## config.mk

```make
export PLATFORM = sky130hd
export DESIGN_NAME = spi_burst_slave
export DESIGN_NICKNAME = d
export VERILOG_FILES = /design/src/rtl/spi_slave_pkg.sv /design/src/rtl/spi_tx_shift.sv /design/src/rtl/spi_burst_slave.sv
export SDC_FILE = /design/constraint.sdc
export NUM_CORES = 1
export LEC_CHECK = 0
export ABC_AREA = 1
export CAP_MARGIN = 5
export CORE_MARGIN = 5
export CORE_UTILIZATION = 45
export DETAILED_ROUTE_END_ITERATION = 12
export PLACE_DENSITY = 0.69
export SYNTH_ARGS = -nofsm -noshare
export SYNTH_HDL_FRONTEND = slang
export SYNTH_HIERARCHICAL = 1
export SYNTH_SLANG_ARGS = --single-unit
```

## constraint.sdc

```tcl
create_clock -name spi_clk -period 2.7 [get_ports spi_clk]
set_input_delay 0.54 -clock spi_clk [delete_from_list [all_inputs] [get_ports spi_clk]]
set_output_delay 0.54 -clock spi_clk [all_outputs]
set_load 0.05 [all_outputs]
```

## src/rtl/spi_slave_pkg.sv

```systemverilog
// Shared types and constants for the SPI burst register-bank slave.
package spi_slave_pkg;

  // Transaction phases of the slave.
  typedef enum logic [2:0] {
    HDR   = 3'd0,
    TURN  = 3'd1,
    WRITE = 3'd2,
    READ  = 3'd3,
    DONE  = 3'd4
  } state_t;

  // Header field positions, counted in transmission order (bit 0 is sent first).
  localparam int RW_BIT   = 0;
  localparam int INC_BIT  = 1;
  localparam int ADDR_LSB = 2;

  // RW field value that selects a read transaction.
  localparam logic RW_READ = 1'b1;

  // Larger of two integers; used to size counters at elaboration time.
  function automatic int max_int(input int a, input int b);
    return (a > b) ? a : b;
  endfunction

endpackage

```

## src/rtl/spi_tx_shift.sv

```systemverilog
// Negedge MISO shifter: loads a prefetched word and shifts it out MSB first.
module spi_tx_shift #(
  parameter int DWIDTH = 16
) (
  input  logic              spi_clk,
  input  logic              reset,
  input  logic              load,
  input  logic              shift,
  input  logic [DWIDTH-1:0] load_data,
  output logic              miso
);

  logic [DWIDTH-1:0] sr;

  // Load a new word, shift the current one, or idle at zero so MISO is 0 outside READ.
  always_ff @(negedge spi_clk or posedge reset) begin
    if (reset) begin
      sr <= '0;
    end else if (load) begin
      sr <= load_data;
    end else if (shift) begin
      sr <= {sr[DWIDTH-2:0], 1'b0};
    end else begin
      sr <= '0;
    end
  end

  assign miso = sr[DWIDTH-1];

endmodule

```

## src/rtl/spi_burst_slave.sv

```systemverilog
// SPI register-bank slave: decodes a header, then streams write words into
// one-cycle write strobes or serialises prefetched read words onto MISO.
//
// Strobe protocol: wr_req and rd_req are single-cycle pulses with no back
// pressure. wr_addr/wr_data (or rd_addr) are valid exactly while the pulse
// is high and hold their last value afterwards. For reads, the bank must
// present rd_data by the next negedge after rd_req and keep it stable until
// the shifter loads it at the negedge before that word's first data bit.
module spi_burst_slave
  import spi_slave_pkg::*;
#(
  parameter int DWIDTH     = 16,
  parameter int AWIDTH     = 7,
  parameter int TURNAROUND = 0,
  parameter int MAX_WORDS  = 2**AWIDTH
) (
  input  logic                           spi_clk,
  input  logic                           reset,
  input  logic                           spi_mosi,
  output logic                           spi_miso,
  output logic                           wr_req,
  output logic [AWIDTH-1:0]              wr_addr,
  output logic [DWIDTH-1:0]              wr_data,
  output logic                           rd_req,
  output logic [AWIDTH-1:0]              rd_addr,
  input  logic [DWIDTH-1:0]              rd_data,
  output logic                           busy,
  output logic [$clog2(MAX_WORDS+1)-1:0] word_cnt,
  output state_t                         state_dbg
);

  localparam int H       = AWIDTH + 2;
  localparam int RXW     = max_int(DWIDTH, H);
  localparam int CNT_TOP = max_int(max_int(H, DWIDTH), TURNAROUND);
  localparam int CW      = $clog2(CNT_TOP + 1);
  localparam int WCW     = $clog2(MAX_WORDS + 1);

  state_t            state, state_n;
  logic [CW-1:0]     bit_cnt, bit_cnt_n;
  logic [RXW-2:0]    rx_sr, rx_n;
  logic [RXW-1:0]    rx_in;
  logic [H-1:0]      hdr;
  logic [AWIDTH-1:0] hdr_addr;
  logic              hdr_rw, hdr_inc;
  logic [AWIDTH-1:0] addr, addr_n, addr_next;
  logic              inc, inc_n;
  logic [WCW-1:0]    word_cnt_n;
  logic              last_word;
  logic              wr_req_n, rd_req_n, busy_n;
  logic [AWIDTH-1:0] wr_addr_n, rd_addr_n;
  logic [DWIDTH-1:0] wr_data_n;
  logic              tx_load, tx_shift;

  // Incoming bits including the one being sampled on this edge.
  assign rx_in    = {rx_sr, spi_mosi};
  assign hdr      = rx_in[H-1:0];
  assign hdr_rw   = hdr[H-1-RW_BIT];
  assign hdr_inc  = hdr[H-1-INC_BIT];
  assign hdr_addr = hdr[H-1-ADDR_LSB -: AWIDTH];

  // Address of the following word: wraps when incrementing, fixed for FIFO ports.
  assign addr_next = inc ? addr + AWIDTH'(1) : addr;
  assign last_word = (word_cnt == WCW'(MAX_WORDS - 1));

  // Next-state, counters and strobes for every phase of the transaction.
  always_comb begin
    state_n    = state;
    bit_cnt_n  = bit_cnt + CW'(1);
    rx_n       = rx_in[RXW-2:0];
    addr_n     = addr;
    inc_n      = inc;
    word_cnt_n = word_cnt;
    wr_req_n   = 1'b0;
    wr_addr_n  = wr_addr;
    wr_data_n  = wr_data;
    rd_req_n   = 1'b0;
    rd_addr_n  = rd_addr;
    case (state)
      HDR: begin
        if (bit_cnt == CW'(H - 1)) begin
          bit_cnt_n = '0;
          addr_n    = hdr_addr;
          inc_n     = hdr_inc;
          if (hdr_rw == RW_READ) begin
            rd_req_n  = 1'b1;
            rd_addr_n = hdr_addr;
            state_n   = (TURNAROUND > 0) ? TURN : READ;
          end else begin
            state_n = WRITE;
          end
        end
      end
      TURN: begin
        if (bit_cnt == CW'(TURNAROUND - 1)) begin
          bit_cnt_n = '0;
          state_n   = READ;
        end
      end
      WRITE: begin
        if (bit_cnt == CW'(DWIDTH - 1)) begin
          wr_req_n   = 1'b1;
          wr_addr_n  = addr;
          wr_data_n  = rx_in[DWIDTH-1:0];
          bit_cnt_n  = '0;
          word_cnt_n = word_cnt + WCW'(1);
          addr_n     = addr_next;
          if (last_word) state_n = DONE;
        end
      end
      READ: begin
        // Mid-word prefetch of the next word, skipped once no further word is allowed.
        if (bit_cnt == CW'(DWIDTH/2 - 1) && !last_word) begin
          rd_req_n  = 1'b1;
          rd_addr_n = addr_next;
        end
        if (bit_cnt == CW'(DWIDTH - 1)) begin
          bit_cnt_n  = '0;
          word_cnt_n = word_cnt + WCW'(1);
          addr_n     = addr_next;
          if (last_word) state_n = DONE;
        end
      end
      DONE: begin
        bit_cnt_n = bit_cnt;
      end
      default: begin
        state_n = HDR;
      end
    endcase
    busy_n = (state_n != HDR);
  end

  // State register and all posedge-registered outputs.
  always_ff @(posedge spi_clk or posedge reset) begin
    if (reset) begin
      state    <= HDR;
      bit_cnt  <= '0;
      rx_sr    <= '0;
      addr     <= '0;
      inc      <= 1'b0;
      word_cnt <= '0;
      wr_req   <= 1'b0;
      wr_addr  <= '0;
      wr_data  <= '0;
      rd_req   <= 1'b0;
      rd_addr  <= '0;
      busy     <= 1'b0;
    end else begin
      state    <= state_n;
      bit_cnt  <= bit_cnt_n;
      rx_sr    <= rx_n;
      addr     <= addr_n;
      inc      <= inc_n;
      word_cnt <= word_cnt_n;
      wr_req   <= wr_req_n;
      wr_addr  <= wr_addr_n;
      wr_data  <= wr_data_n;
      rd_req   <= rd_req_n;
      rd_addr  <= rd_addr_n;
      busy     <= busy_n;
    end
  end

  // Load at the start of each read word, shift through the rest of it.
  assign tx_load  = (state == READ) && (bit_cnt == '0);
  assign tx_shift = (state == READ);

  spi_tx_shift #(.DWIDTH(DWIDTH)) u_tx (
    .spi_clk   (spi_clk),
    .reset     (reset),
    .load      (tx_load),
    .shift     (tx_shift),
    .load_data (rd_data),
    .miso      (spi_miso)
  );

  assign state_dbg = state;

endmodule

```

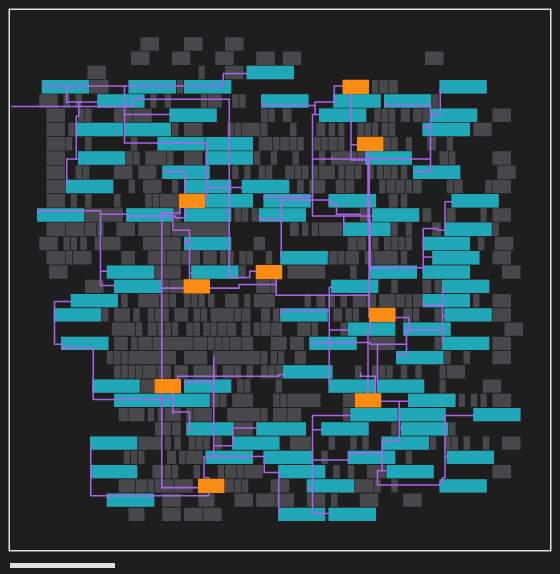
(images/clock_map.png)
Bar = 20 um.
- flip-flops: cyan (count 88)
- clock wires: purple (length 1090 um)
- cells driving clock nets: orange (count 9)
- flops lie: spread over the die
clk_skew: 0.01875 ns
Clock Power Share: 35.5%
clock network power: 0.00100 W
Latency at later pin: 0.35 ns

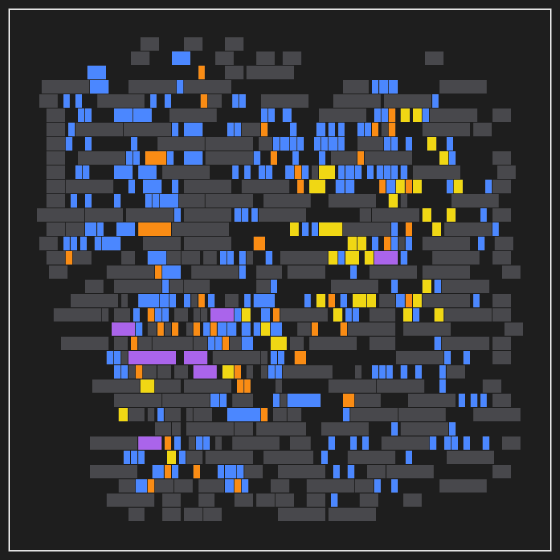
(images/gate_families.png)
- adder and majority cells: purple (cells 7; most used ha_1)
- inverting AOI/OAI gates: yellow (cells 35; most used o21ai_1)
- inverters: orange (cells 44; most used inv_1)
- NAND gates: blue (cells 214; most used nand2_1)

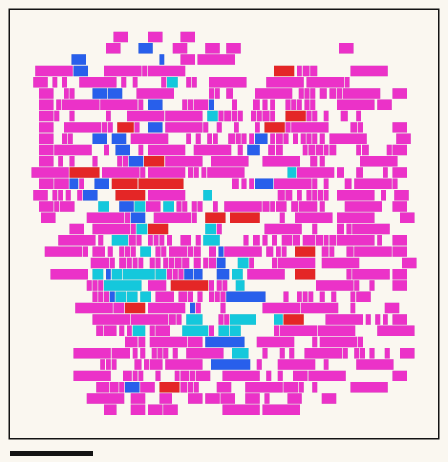
(images/drive_strength.png)
Bar = 20 um.
- drive 6 and up: red (cells 18; share 3.4%)
- drive 3 to 4: cyan (cells 31; share 5.9%)
- drive 1 or less: magenta (cells 444; share 84%)
- drive 2: blue (cells 33; share 6.3%)

==> impl_metrics.json <==
{
  "worst-path-stages": 1,
  "area_delta_synth_final_pct": 30.63,
  "synthAoiAreaFrac_pct": 5.393,
  "ys_types": 36,
  "synth_area_sq_um": 3897,
  "path_delay_family": "flip-flops",
  "hp-start": "rx_sr[0]",
  "drive_above_1_share_pct": 15.59,
  "routabilityCongestion": 0.8796,
  "finalPower_w": 0.002830,
  "fp.dieW_um": 103.1,
  "logic_family": "simple AND/OR/NAND/NOR gates",
  "synth_flops": 88,
  "grt_overflow": 0,
  "antenna_left": 0,
  "root_buffer": "clkbuf_8",
  "grt_start_max_net_pins": 40,
  "finalSetupViolations": 16,
  "cp-start-kind": "register",
  "area_leaders": "dfrtp_1 46%, nand2_1 17%, dfrtn_1 10%",
  "slew_headroom_pct": 64.25,
  "ys_sh_mux_pct": 0,
  "min_path_cells": 0,
  "fillers": 742,
  "core_sq_um": 8593,
  "hold_end": "rx_sr[1]",
  "ff2ff_setup_slack_ns": -0.04,
  "cts_hold_buf": 0,
  "final_nets": 547,
  "grt_pass1_vias": 3018,
  "fin_cells": 634,
  "cts_post_setup_buffers_inserted": 3,
  "startpoint": "u_tx/sr[15]",
  "cp_data_required_time_ns": 2.16,
  "yosys-stat-area_sq_um": 3897,
  "reg2reg_to": "u_tx/sr[2]",
  "clkSlewWorstSetupHoldPaths_ns": 0.08,
  "avgSynthCellArea_sq_um": 8.939,
  "cpMaxStageDelayCell": "dfrtn_1",
  "r2r-start": "bit_cnt[1]",
  "ys_sh_simple_pct": 27.19,
  "postRouteWirelength_um": 8331,
  "critPathCaptureType": "output port",
  "yosys.area_share.xor_xnor_pct": 1.798,
  "edf_count": 0,
  "grt_util_all_layers_pct": 17.09,
  "slowest_delay_ns": 0.43,
  "path_cells": "buf_12",
  "dpl.cell_count": 612,
  "power.leakage_nw": 2.519,
  "yosysWarnings": 6,
  "routed-via-count": 3064,
  "antenna_found_initial": 0,
  "rsz0062_at_grt": "true",
  "status": "complete, but fails checks",
  "cts.path.max_buffers": 2,
  "maxCapViolations": 0,
  "slew_violations": 0,
  "top_regs": "u_tx/sr x16, wr_data x16, rx_sr x15",
  "reg2regPathDepth": 7,
  "synthesis.instances": 436,
  "placed_area_sq_um": 4723,
  "chipArea_sq_um": 10620,
  "worstPathMaxFanout": 1,
  "setup_tns_ns": -0.5809,
  "criticalPathCategory": "reg2out",
  "largest_area_cell": "dfrtp_1",
  "ys_cells": 436,
  "grt_pass1_wl_um": 14260,
  "ys_seq_share_pct": 56.50,
  "drcViolationCount": 0,
  "fp_util_pct": 45.36,
  "final_area_sq_um": 5091,
  "ff_type": "dfrtp_1",
  "die_h_um": 103.1,
  "warnings": 32,
  "tightest_slew_ns": 0.5346,
  "hold_viol_final": 0,
  "worstPathArrival_ns": 2.26,
  "violations": "negative setup slack",
  "synthesis.nets": 462,
  "place.detailed.hpwl_um": 5983,
  "portBuffers": 63,
  "ios": 64,
  "combGateArea_sq_um": 1515,
  "async_reset_ff_share_pct": 100.0,
  "ctsResizeCount": 16,
  "top_cell": "nand2_1",
  "endpoint": "spi_miso",
  "firstDrtPassIters": 4,
  "worstHoldPathType": "reg2reg",
  "antennaDiodeCount": 0,
  "fp-row-count": 34,
  "worst-path-buf-inv": 1,
  "adder_share_pct": 2.247,
  "vdd.ir_drop.worst_mv": 0.2872,
  "dr.first_iter.drc_count": 111,
  "post_drt_wl_per_cell_um": 13.14,
  "avgViaCountPerCell": 4.833,
  "synthTopCellsByCount": "172 x nand2_1, 72 x dfrtp_1, 36 x inv_1",
  "htree_levels": 3,
  "cts_tree": "built",
  "layout_setup_ws_ns": -0.09769,
  "yosysTopAreaCellShare_pct": 46.23,
  "dpl_worst_slack_ns": -0.1694,
  "powerDensity_nw_per_um2": 555.8
}
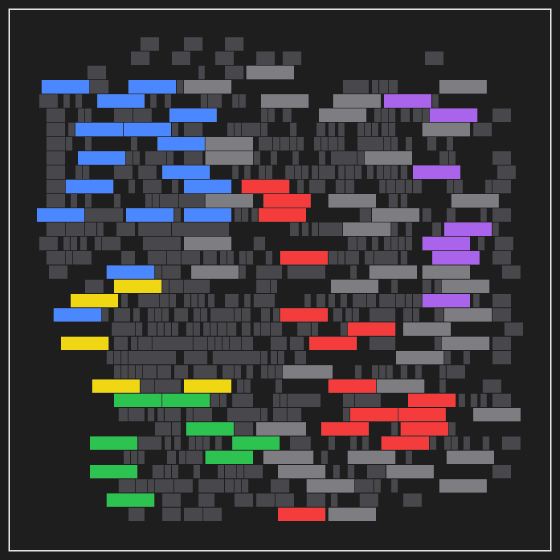
(images/registers.png)
- bit_cnt: yellow (sequential cells 5)
- word_cnt: green (sequential cells 8; where lower left)
- rx_sr: red (sequential cells 15)
- wr_addr: purple (sequential cells 7)
- u_tx/sr: blue (sequential cells 16)
Reg area: 2206 sq um
Seq area share: 43.33%
Final Util: 59.25%

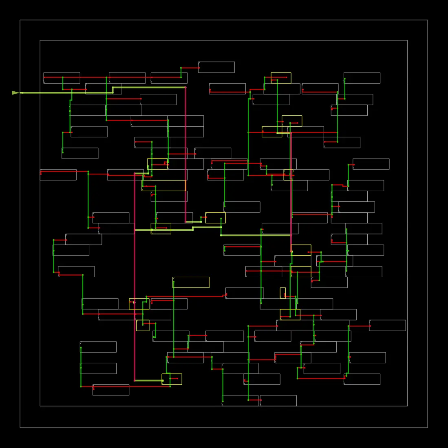
(images/final_clocks.png)
clock buf count: 13
Clock Sinks: 88
TritonCTS Buffers: 9

## metrics by stage
step           util [%]  hold WS (ns)
2_1_floorplan         -        0.3537
3_3_place_gp      54.97        0.3585
3_5_place_dp      54.97        0.3607
4_1_cts           58.75        0.3809
5_1_grt           59.25        0.3914
6_report          59.25        0.3818
## cell type report
type                       count  share of cell area (%)
inverter                      43                   3.588
timing repair inverter         1                  0.2212
timing repair buffer          83                   16.02
clock inverter                 3                  0.8847
multi-input combinational    295                   29.76
clock buffer                  13                   3.539
sequential                    88                   43.33
tap                          108                   2.654
## report_power, final
part / total, W / leakage (nW) / internal [W] / switching, W
Sequential: 0.00142 / 1.10 / 0.00138 / 0.0000419
Combinational: 0.000403 / 1.30 / 0.000136 / 0.000267
Clock: 0.00100 / 0.115 / 0.000538 / 0.000466
Total: 0.00283 / 2.52 / 0.00206 / 0.000774
## worst reg2reg max path, delay by kind of cell (launching register included)
kind	cells	cell delay, ns
adders and majority gates	1	0.15
buffers and inverters	2	0.34
DFF	1	0.39
and+or+nand+nor	4	0.34
## cells in the final DEF (no fill, tap or decap), types with 2 or more instances in the layout
cell type	instances
clkdlybuf4s50_1	62
nand2_2	3
nand2_4	2
nand2_1	170
inv_4	4
nand3_2	15
inv_1	33
nor2_1	23
clkbuf_8	11
dfrtp_1	69
buf_12	3
nor3_1	2
o21ai_0	10
nand3_1	19
o21ai_1	16
dfrtp_2	3
nor2_4	2
nand3_4	2
ha_1	6
dfrtn_1	16
o21ai_2	3
buf_4	18
nand4_1	3
inv_2	6
o211ai_1	2
xor2_1	7
## metal layers
metal / up-vias / part of all wire, % / track usage (%)
met2: 73 / 47 / 26.89
met4: 0 / 1.4 / 7.072
met1: 1444 / 46 / 23.21
met3: 9 / 5.5 / 3.383
met5: - / 0 / 0
li1: 1538 / - / -
No activity file was given, so power comes from the tool's default toggle rates.
